==> src/rtl/lif_update_scheduler_pkg.sv <==
// Shared types and arithmetic helpers for the LIF membrane update scheduler.
// The saturation helpers fold the shared 17-bit subtractor result back into 16 bits.
package lif_sched_pkg;

   typedef enum logic [2:0] {
      IDLE  = 3'd0,
      LEAK  = 3'd1,
      INTEG = 3'd2,
      FIRE  = 3'd3,
      DONE  = 3'd4
   } state_t;

   localparam logic signed [15:0] SAT_MAX = 16'sh7FFF;
   localparam logic signed [15:0] SAT_MIN = 16'sh8000;

   // Bits 16 and 15 differ exactly when the 17-bit value leaves the 16-bit range.
   function automatic logic signed [15:0] sat16(input logic signed [16:0] x);
      logic signed [15:0] r;
      if (x[16] == x[15]) begin
         r = x[15:0];
      end else if (x[16]) begin
         r = SAT_MIN;
      end else begin
         r = SAT_MAX;
      end
      return r;
   endfunction

   function automatic logic signed [15:0] neg16(input logic signed [15:0] i);
      logic signed [15:0] r;
      if (i == SAT_MIN) begin
         r = SAT_MAX;
      end else begin
         r = -i;
      end
      return r;
   endfunction

endpackage

==> src/rtl/lif_update_scheduler_if.sv <==
// Request/grant bus to the shared 16-bit signed subtractor.
interface lif_update_scheduler_if;
   // sub_req is the valid: once raised it stays high with sub_a/sub_b stable until
   // a cycle where sub_gnt (ready) is also high; that cycle's sub_c is consumed.
   logic        sub_req;
   logic        sub_gnt;
   logic [15:0] sub_a;
   logic [15:0] sub_b;
   logic [16:0] sub_c;

   modport master (
      output sub_req,
      output sub_a,
      output sub_b,
      input  sub_gnt,
      input  sub_c
   );

   modport slave (
      input  sub_req,
      input  sub_a,
      input  sub_b,
      output sub_gnt,
      output sub_c
   );
endinterface

==> src/rtl/lif_membrane_rf.sv <==
// Membrane register file: N x 16-bit, one write port, two asynchronous read ports.
module lif_membrane_rf #(
   parameter int N_NEURONS = 4,
   parameter int IDX_W     = 2
) (
   input  logic             clk,
   input  logic             rst_n,
   input  logic             we,
   input  logic [IDX_W-1:0] waddr,
   input  logic [15:0]      wdata,
   input  logic [IDX_W-1:0] raddr_a,
   output logic [15:0]      rdata_a,
   input  logic [IDX_W-1:0] raddr_b,
   output logic [15:0]      rdata_b
);

   logic [15:0] mem [N_NEURONS];

   always_ff @(posedge clk or negedge rst_n) begin
      if (!rst_n) begin
         for (int i = 0; i < N_NEURONS; i++) begin
            mem[i] <= '0;
         end
      end else if (we && (int'(waddr) < N_NEURONS)) begin
         mem[waddr] <= wdata;
      end
   end

   // Indices past N_NEURONS (non power-of-two N) read as zero.
   assign rdata_a = (int'(raddr_a) < N_NEURONS) ? mem[raddr_a] : '0;
   assign rdata_b = (int'(raddr_b) < N_NEURONS) ? mem[raddr_b] : '0;

endmodule

==> src/rtl/lif_update_scheduler.sv <==
// Per-timestep LIF update sequencer: leak, integrate, fire for each neuron in turn,
// sharing one external subtractor through a req/gnt bus.
module lif_update_scheduler
   import lif_sched_pkg::*;
#(
   parameter int                 N_NEURONS = 4,
   parameter logic signed [15:0] RESET_V   = 16'sd0,
   localparam int                IDX_W     = (N_NEURONS > 1) ? $clog2(N_NEURONS) : 1
) (
   input  logic                      clk,
   input  logic                      rst_n,
   input  logic                      step,
   input  logic [15:0]               leak,
   input  logic [15:0]               threshold,
   input  logic [16*N_NEURONS-1:0]   cur_in,
   lif_update_scheduler_if.master    sub,
   output logic                      busy,
   output logic                      done,
   output logic [N_NEURONS-1:0]      spike_out,
   output logic                      step_drop,
   input  logic [IDX_W-1:0]          v_rd_idx,
   output logic [15:0]               v_rd_data,
   output state_t                    dbg_state
);

   localparam logic [IDX_W-1:0] LAST_IDX = IDX_W'(N_NEURONS - 1);

   state_t                    state;
   state_t                    state_nxt;
   logic [IDX_W-1:0]          idx;
   logic signed [15:0]        t_q;
   logic signed [15:0]        leak_q;
   logic signed [15:0]        thr_q;
   logic signed [15:0]        cur_q [N_NEURONS];
   logic [N_NEURONS-1:0]      spike_nxt_q;
   logic [N_NEURONS-1:0]      spike_upd;
   logic [15:0]               v_sched;
   logic                      sub_req_c;
   logic [15:0]               sub_a_c;
   logic [15:0]               sub_b_c;
   logic                      fire;
   logic                      rf_we;
   logic [15:0]               rf_wdata;

   lif_membrane_rf #(
      .N_NEURONS (N_NEURONS),
      .IDX_W     (IDX_W)
   ) u_rf (
      .clk     (clk),
      .rst_n   (rst_n),
      .we      (rf_we),
      .waddr   (idx),
      .wdata   (rf_wdata),
      .raddr_a (idx),
      .rdata_a (v_sched),
      .raddr_b (v_rd_idx),
      .rdata_b (v_rd_data)
   );

   // T - threshold is non-negative exactly when the sign bit is clear, so equality fires.
   assign fire     = ~sub.sub_c[16];
   assign rf_we    = (state == FIRE) && sub.sub_gnt;
   assign rf_wdata = fire ? RESET_V : t_q;

   always_comb begin
      state_nxt = state;
      sub_req_c = 1'b0;
      sub_a_c   = '0;
      sub_b_c   = '0;
      case (state)
         IDLE: begin
            if (step) state_nxt = LEAK;
         end
         LEAK: begin
            sub_req_c = 1'b1;
            sub_a_c   = v_sched;
            sub_b_c   = leak_q;
            if (sub.sub_gnt) state_nxt = INTEG;
         end
         INTEG: begin
            sub_req_c = 1'b1;
            sub_a_c   = t_q;
            sub_b_c   = neg16(cur_q[idx]);
            if (sub.sub_gnt) state_nxt = FIRE;
         end
         FIRE: begin
            sub_req_c = 1'b1;
            sub_a_c   = t_q;
            sub_b_c   = thr_q;
            if (sub.sub_gnt) state_nxt = (idx == LAST_IDX) ? DONE : LEAK;
         end
         DONE: begin
            state_nxt = IDLE;
         end
         default: begin
            state_nxt = IDLE;
         end
      endcase
   end

   always_comb begin
      spike_upd      = spike_nxt_q;
      spike_upd[idx] = fire;
   end

   always_ff @(posedge clk or negedge rst_n) begin
      if (!rst_n) begin
         state       <= IDLE;
         idx         <= '0;
         t_q         <= '0;
         leak_q      <= '0;
         thr_q       <= '0;
         spike_nxt_q <= '0;
         spike_out   <= '0;
         step_drop   <= 1'b0;
         for (int i = 0; i < N_NEURONS; i++) begin
            cur_q[i] <= '0;
         end
      end else begin
         state     <= state_nxt;
         step_drop <= step && (state != IDLE);
         case (state)
            IDLE: begin
               if (step) begin
                  leak_q <= leak;
                  thr_q  <= threshold;
                  idx    <= '0;
                  for (int i = 0; i < N_NEURONS; i++) begin
                     cur_q[i] <= cur_in[16*i +: 16];
                  end
               end
            end
            LEAK, INTEG: begin
               if (sub.sub_gnt) t_q <= sat16($signed(sub.sub_c));
            end
            FIRE: begin
               if (sub.sub_gnt) begin
                  spike_nxt_q <= spike_upd;
                  // The visible spike vector only moves once the whole timestep is in.
                  if (idx == LAST_IDX) begin
                     spike_out <= spike_upd;
                  end else begin
                     idx <= idx + 1'b1;
                  end
               end
            end
            default: begin
            end
         endcase
      end
   end

   assign sub.sub_req = sub_req_c;
   assign sub.sub_a   = sub_a_c;
   assign sub.sub_b   = sub_b_c;
   assign busy        = (state != IDLE);
   assign done        = (state == DONE);
   assign dbg_state   = state;

endmodule

==> src/flat_wrapper.sv <==
// flat-port wrapper written by rule: the top's interface ports become plain ports
module lif_update_scheduler_flat import lif_sched_pkg::*;
#(
   parameter int                 N_NEURONS = 4,
   parameter logic signed [15:0] RESET_V   = 16'sd0,
   localparam int                IDX_W     = (N_NEURONS > 1) ? $clog2(N_NEURONS) : 1
)
  (clk, rst_n, step, leak, threshold, cur_in, busy, done, spike_out, step_drop, v_rd_idx, v_rd_data, dbg_state, sub_sub_req, sub_sub_a, sub_sub_b, sub_sub_gnt, sub_sub_c);
  lif_update_scheduler_if sub_i ();
  input  logic clk;
  input  logic rst_n;
  input  logic step;
  input  logic [15:0] leak;
  input  logic [15:0] threshold;
  input  logic [16*N_NEURONS-1:0] cur_in;
  output logic busy;
  output logic done;
  output logic [N_NEURONS-1:0] spike_out;
  output logic step_drop;
  input  logic [IDX_W-1:0] v_rd_idx;
  output logic [15:0] v_rd_data;
  output state_t dbg_state;
  output wire logic [$bits(sub_i.sub_req)-1:0] sub_sub_req;
  output wire logic [$bits(sub_i.sub_a)-1:0] sub_sub_a;
  output wire logic [$bits(sub_i.sub_b)-1:0] sub_sub_b;
  input wire logic [$bits(sub_i.sub_gnt)-1:0] sub_sub_gnt;
  input wire logic [$bits(sub_i.sub_c)-1:0] sub_sub_c;
  assign sub_sub_req = sub_i.sub_req;
  assign sub_sub_a = sub_i.sub_a;
  assign sub_sub_b = sub_i.sub_b;
  assign sub_i.sub_gnt = sub_sub_gnt;
  assign sub_i.sub_c = sub_sub_c;
  lif_update_scheduler #(.N_NEURONS(N_NEURONS), .RESET_V(RESET_V)) u_core (.clk(clk), .rst_n(rst_n), .step(step), .leak(leak), .threshold(threshold), .cur_in(cur_in), .sub(sub_i), .busy(busy), .done(done), .spike_out(spike_out), .step_drop(step_drop), .v_rd_idx(v_rd_idx), .v_rd_data(v_rd_data), .dbg_state(dbg_state));
endmodule
==> config.mk <==
export PLATFORM = sky130hd
export DESIGN_NAME = lif_update_scheduler_flat
export DESIGN_NICKNAME = d
export VERILOG_FILES = /design/src/rtl/lif_update_scheduler_pkg.sv /design/src/rtl/lif_update_scheduler_if.sv /design/src/rtl/lif_membrane_rf.sv /design/src/rtl/lif_update_scheduler.sv /design/src/flat_wrapper.sv
export SDC_FILE = /design/constraint.sdc
export NUM_CORES = 1
export LEC_CHECK = 0
export CORE_MARGIN = 2
export CORE_UTILIZATION = 40
export CTS_BUF_LIST = sky130_fd_sc_hd__clkbuf_8
export CTS_CLUSTER_SIZE = 10
export DETAILED_ROUTE_END_ITERATION = 10
export MAX_ROUTING_LAYER = met4
export PLACE_DENSITY_LB_ADDON = 0.05
export SKIP_LAST_GASP = 1
export SLEW_MARGIN = 15
export SYNTH_ARGS = -nofsm -noshare
export SYNTH_HDL_FRONTEND = slang
export SYNTH_SLANG_ARGS = --single-unit
==> constraint.sdc <==
create_clock -name clk -period 4.05 [get_ports clk]
set_input_delay 0.405 -clock clk [delete_from_list [all_inputs] [get_ports clk]]
set_output_delay 0.405 -clock clk [all_outputs]
set_load 0.02 [all_outputs]
==> flow_metrics.env, run 1 <==
# yosys + openroad results
export IMPL_slowest_stage="clkdlybuf4s50_1"
export IMPL_vias=6568
export IMPL_fp_util_pct=40.35
export IMPL_cts_buffers=17
export IMPL_grt_overflow=0
export IMPL_final_layout_size_suffix_gt1_share_pct=24.35
export IMPL_cts_resized=7
export IMPL_violations="negative setup slack"
export IMPL_dp_hpwl_um=16550
export IMPL_fin_nets=1033
export IMPL_hp_class="in -> async"
export IMPL_hold_buffers=0
export IMPL_timing_rr_start="u_core.dbg_state[0]"
export IMPL_fp_dieW_um=154.4
export IMPL_setup_tns_ns=-0.6346
export IMPL_post_route_period_util_pct=102.5
export IMPL_gr_usage_met1_pct=31.10
export IMPL_ys_chip_area_sq_um=9052
export IMPL_slew_viol_final=0
export IMPL_max_stage_delay_ns=0.60
export IMPL_port_buffers=177
export IMPL_rsz0062_at_grt="yes"
export IMPL_die_h_um=154.4
export IMPL_wl_met3_um=1033
export IMPL_syn_cell_area_sq_um=9052
export IMPL_gp_congestion=0.8470
export IMPL_relSlewSlack_pct=31.33
export IMPL_final_seq_area_sq_um=4735
export IMPL_cts_htree_levels=4
export IMPL_antenna_found_initial=1
export IMPL_worstSetupEndpointType="output port"
export IMPL_yosysWarnings=0
export IMPL_drv_cap=0
export IMPL_reg2reg_slack_ns=1.58
export IMPL_first_pass_iters=4
export IMPL_drt_iter0_drc=355
export IMPL_whs_ns=0.04033
export IMPL_reg2regPathDepth=5
export IMPL_cts_buffer_depth=2
export IMPL_gr_usage_met2_pct=31.59
export IMPL_cts_tree="yes"
export IMPL_wl_met2_um=10920
export IMPL_cts_sinks=189
export IMPL_place_ws_ns=0.1286
export IMPL_yosys_top_cells_area="dfrtp_1 52%, mux2_2 12%, mux4_2 12%"
export IMPL_setup_ws_ns=-0.1020
export IMPL_path_clk_slew_ns=0.11
export IMPL_tool_warnings=34
export IMPL_ys_types=39
export IMPL_top_cell_area_share_pct=52.25
export IMPL_grt_max_degree=125
export IMPL_setup_viol=11
export IMPL_grt_pass1_vias=6781
export IMPL_crit_type="reg -> out"
export IMPL_crit_family="simple AND/OR/NAND/NOR gates"
export IMPL_post_synth_top_area_cell="dfrtp_1"
export IMPL_rows=55
export IMPL_num_io_pins=178
export IMPL_outcome="finished with violations"
export IMPL_dp_cells=1170
export IMPL_ys_ff=189
export IMPL_core_area_sq_um=22430
export IMPL_critPathCapture="sub_sub_b[8]"
export IMPL_grt_usage_pct=21.49
export IMPL_wirelength_um=24120
export IMPL_syn_num_nets=869
export IMPL_root_buffer="clkbuf_8"
export IMPL_wl_per_cell_um=20.00
export IMPL_fin_util_pct=51.63
export IMPL_stdcell_count=1206
export IMPL_use_met3_pct=4.231
export IMPL_crit_path_max_fanout=9
export IMPL_post_route_drc_count=0
export IMPL_synth_async_reset_ratio_pct=100.0
export IMPL_hold_viol_final=0
export IMPL_netlist_instances=743
export IMPL_flop_cell="dfrtp_1"
export IMPL_max_freq_mhz=240.8
export IMPL_cp_required_ns=3.64
export IMPL_layout_top_cell="dfrtp_1"
export IMPL_topRoutingLayerUsed="met4"
export IMPL_nFillCells=1951
export IMPL_combGateArea_sq_um=4104
export IMPL_ys_seq_share_pct=52.25
export IMPL_ys_cells=743
-- run 1: cell usage after synthesis (2+ instances only) --
cell,count
dfrtp_1,189
mux2_2,98
nand2_1,93
o21ai_0,84
mux4_2,49
clkbuf_1,47
a21oi_1,45
nor2_1,34
a22o_1,16
inv_1,10
a22oi_1,9
ha_1,7
nand3_1,7
a221o_2,6
mux2i_1,6
xnor2_1,5
or2_2,4
buf_1,3
o31ai_1,3
or3_1,3
xor2_1,3
and2_1,2
buf_6,2
nor2b_1,2
nor3_1,2
-- run 1: logic make-up after synthesis --
logic type | Yosys count | synth area share, %
AND-OR/OR-AND | 166 | 10.70
XOR/XNOR | 8 | 0.7740
adder cells (fa/ha/maj) | 7 | 0.9675
buffers and inverters | 64 | 2.875
flip-flops | 189 | 52.25
multiplexers | 153 | 25.04
AND/OR/NAND/NOR | 156 | 7.395
-- run 1: layout make-up --
type,instances,share of cell area (%)
Sequential cell,189,40.87
Multi-Input combinational cell,490,35.43
Timing Repair Buffer,199,17.07
Tap cell,285,3.078
Clock buffer,18,2.139
Clock inverter,14,1.069
Inverter,10,0.3240
Antenna cell,1,0.02160
-- run 1: flip-flops by register name, summed over array words and instances (netlist names) --
register,count
u_core.cur_q,64
u_core.u_rf.mem,64
u_core.leak_q,16
u_core.t_q,16
u_core.thr_q,16
u_core.spike_out,4
u_core.dbg_state,3
u_core.spike_nxt_q,3
u_core.idx,2
u_core.step_drop,1
run_1/metal_density.png
The bar under the picture is 50 um long. The die is cut into 31 by 31 equal tiles; white is low, dark blue is high, scaled to the fullest tile. Values are wire area over tile area, all layers added.
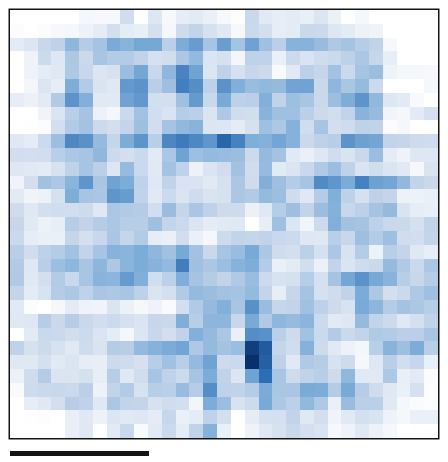
fullest tile: 0.61
mean over tiles: 0.16
emptiest ninth of the die: lower left
nearly empty tiles: 6.3%
tiles over half the peak: 6.5%

run_1/detail.png
Window x 57 to 97, y 57 to 97 um. Cells in gray, sequential cells in the stronger gray; small squares are vias.
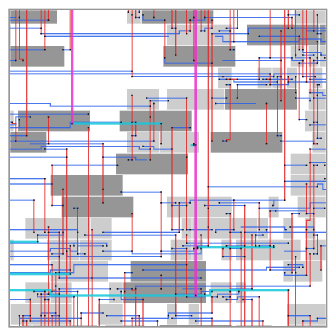
| layer | color |
|---|---|
| metal 1 | blue |
| metal 4 | magenta |
| metal 2 | red |
| metal 3 | cyan |
netlist names of flops here include: `u_core.cur_q` (6), `u_core.u_rf.mem` (4), `u_core.spike_nxt_q` (3)
cells with their middle in the window: 63
most frequent: dfrtp_1 (13)
sequential cells in the window: 15

run_1/clk_routes.png
The bar under the picture is 50 um long.
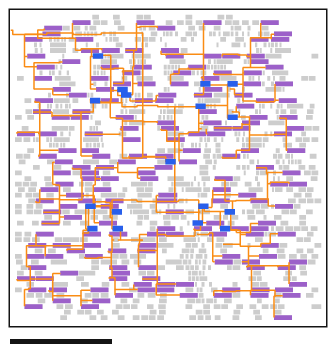
[clock drivers] blue | count: 17
[clock wires] orange | length: 2,330 um
[flip-flops] purple | count: 189
flops lie: spread over the die
routed clock nets: 18
Post-Route Skew: 0.01602 ns

==> run 2: changes to the inputs <==
==> constraint.sdc (replaced) <==
create_clock -name clk -period 4.05 [get_ports clk]
set_input_delay 0.405 -clock clk [delete_from_list [all_inputs] [get_ports clk]]
set_output_delay 0.405 -clock clk [all_outputs]
set_load 0.1 [all_outputs]
run_2/detail.png
Window x 57 to 97, y 57 to 97 um. Cells in gray, sequential cells in the stronger gray; small squares are vias.
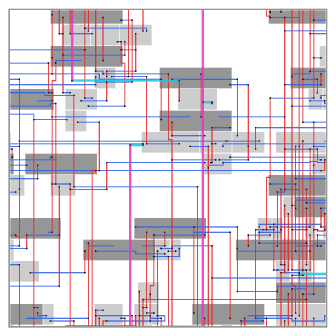
| layer | color |
|---|---|
| metal 1 | blue |
| metal 4 | magenta |
| metal 3 | cyan |
| metal 2 | red |
sequential cells in the window: 14
netlist names of flops here include: `u_core.u_rf.mem` (4), `u_core.cur_q` (3), `u_core.leak_q` (2)
cells with their middle in the window: 44
most frequent: dfrtp_1 (14), nand2_1 (6), o21ai_0 (6)

run_2/clk_routes.png
The bar under the picture is 50 um long.
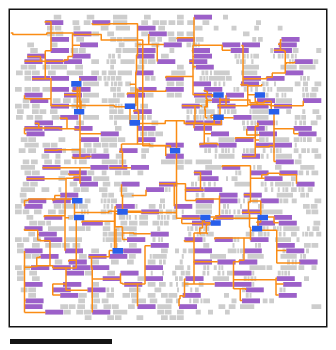
[clock drivers] blue | count: 17
[clock wires] orange | length: 2,420 um
[flip-flops] purple | count: 189
routed clock nets: 18
flops lie: spread over the die

==> run 2 against run 1 <==
  * The run now ends clean
  * Maximum frequency rose by 7.3%
  * Critical path type unchanged
  * Synthesized cell count did not move
  * Via count fell by 0.21%
==> flow_metrics.env, run 2 <==
# yosys + openroad results
export IMPL_ys_ff=189
export IMPL_worstSetupEndpointType="output port"
export IMPL_outcome="finished, final reports clean"
export IMPL_drt_iter0_drc=383
export IMPL_crit_type="reg -> out"
export IMPL_setup_viol=0
export IMPL_post_route_period_util_pct=95.57
export IMPL_drv_cap=0
export IMPL_gr_usage_met1_pct=27.37
export IMPL_xor_share_pct=0.7740
export IMPL_wirelength_um=24320
export IMPL_ys_types=39
export IMPL_netlist_instances=743
export IMPL_top_cell_area_share_pct=52.25
export IMPL_place_ws_ns=0.3660
export IMPL_timing_rr_start="u_core.dbg_state[1]"
export IMPL_post_route_drc_count=0
export IMPL_wl_per_cell_um=20.15
export IMPL_use_met3_pct=5.156
export IMPL_syn_num_nets=869
export IMPL_cp_required_ns=3.64
export IMPL_die_h_um=154.4
export IMPL_yosysWarnings=0
export IMPL_cts_buffer_depth=2
export IMPL_tool_warnings=32
export IMPL_hold_buffers=0
export IMPL_ys_sh_adder_pct=0.9675
export IMPL_ys_cells=743
export IMPL_relSlewSlack_pct=29.62
export IMPL_antenna_found_initial=4
export IMPL_grt_pass1_vias=6929
export IMPL_nFillCells=1938
export IMPL_common_cells="189 x dfrtp_1, 98 x mux2_2, 93 x nand2_1"
export IMPL_ys_seq_share_pct=52.25
export IMPL_hold_viol_final=0
export IMPL_flop_cell="dfrtp_1"
export IMPL_compound_area_share_pct=10.70
export IMPL_fp_dieW_um=154.4
export IMPL_reg2reg_slack_ns=1.60
run_2/clocks.png
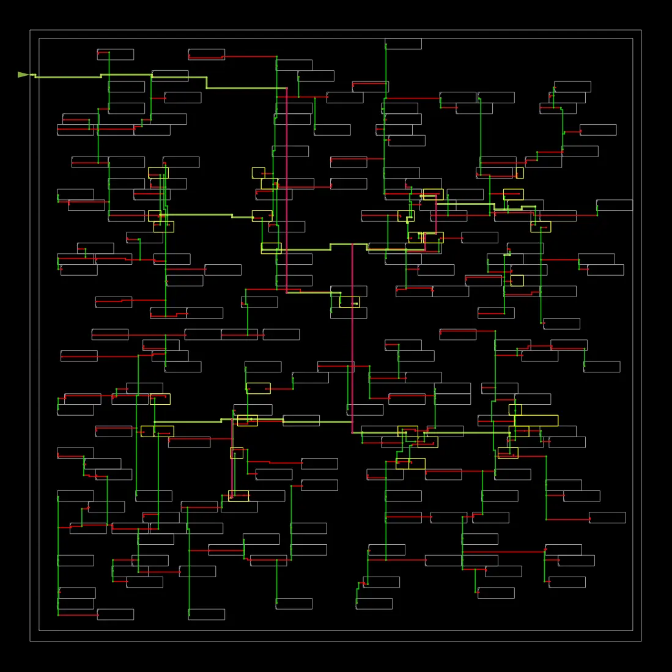
Post-Route Skew: 0.01498 ns
CTS sink count: 189
clkbuf count: 17

==> run 2: final cells by class <==
| cell class | count | share of cell area (%) |
|---|---|---|
| Sequential cell | 189 | 40.42 |
| Multi-Input combinational cell | 490 | 35.28 |
| Inverter | 10 | 0.3205 |
| Clock buffer | 17 | 1.998 |
| Clock inverter | 14 | 1.325 |
| Timing Repair Buffer | 198 | 17.52 |
| Tap cell | 285 | 3.045 |
| Antenna cell | 4 | 0.08546 |
==> run 2: what timing repair did <==
action                     4_1_cts  5_1_grt
resized                          3        1
setup buffers                    0        2
setup endpoints to repair       13       10
==> run 2: critical path: stages (launching register included) <==
cell     delay (ns)
dfrtp_4        0.51
mux4_2         0.57
or4_4          0.54
or2_4          0.30
or3_4          0.42
a21oi_2        0.18
a221o_1        0.26
buf_12         0.21
==> run 2: through the flow <==
step                      instance area [sq um]  util (%)  hold slack (ns)  instances
after global routing                      11710     52.21           0.1140       1207
after CTS                                 11680     52.08           0.1156       1201
after global placement                    11280     50.28           0.4727       1170
after detailed placement                  11280     50.28           0.4749       1170
after floorplan                            9096         -           0.1094        743
final                                     11710     52.21          0.04247       1207
==> run 2: logic make-up (layout without fill, tap and decap cells) <==
logic type | count (synthesis) | after routing
flip-flops | 189 | 189
AND-OR/OR-AND | 166 | 166
AND/OR/NAND/NOR | 156 | 156
multiplexers | 153 | 153
buffers and inverters | 64 | 239
XOR/XNOR | 8 | 8
adder cells (fa/ha/maj) | 7 | 7
other | 0 | 4
==> run 2: metal layers <==
metal  wire length (um)  vias to the layer above
met2              12130                      212
met3               1442                       29
met4                384                        0
met1              10370                     3282
li1                   -                     3031
met5                  0                        -
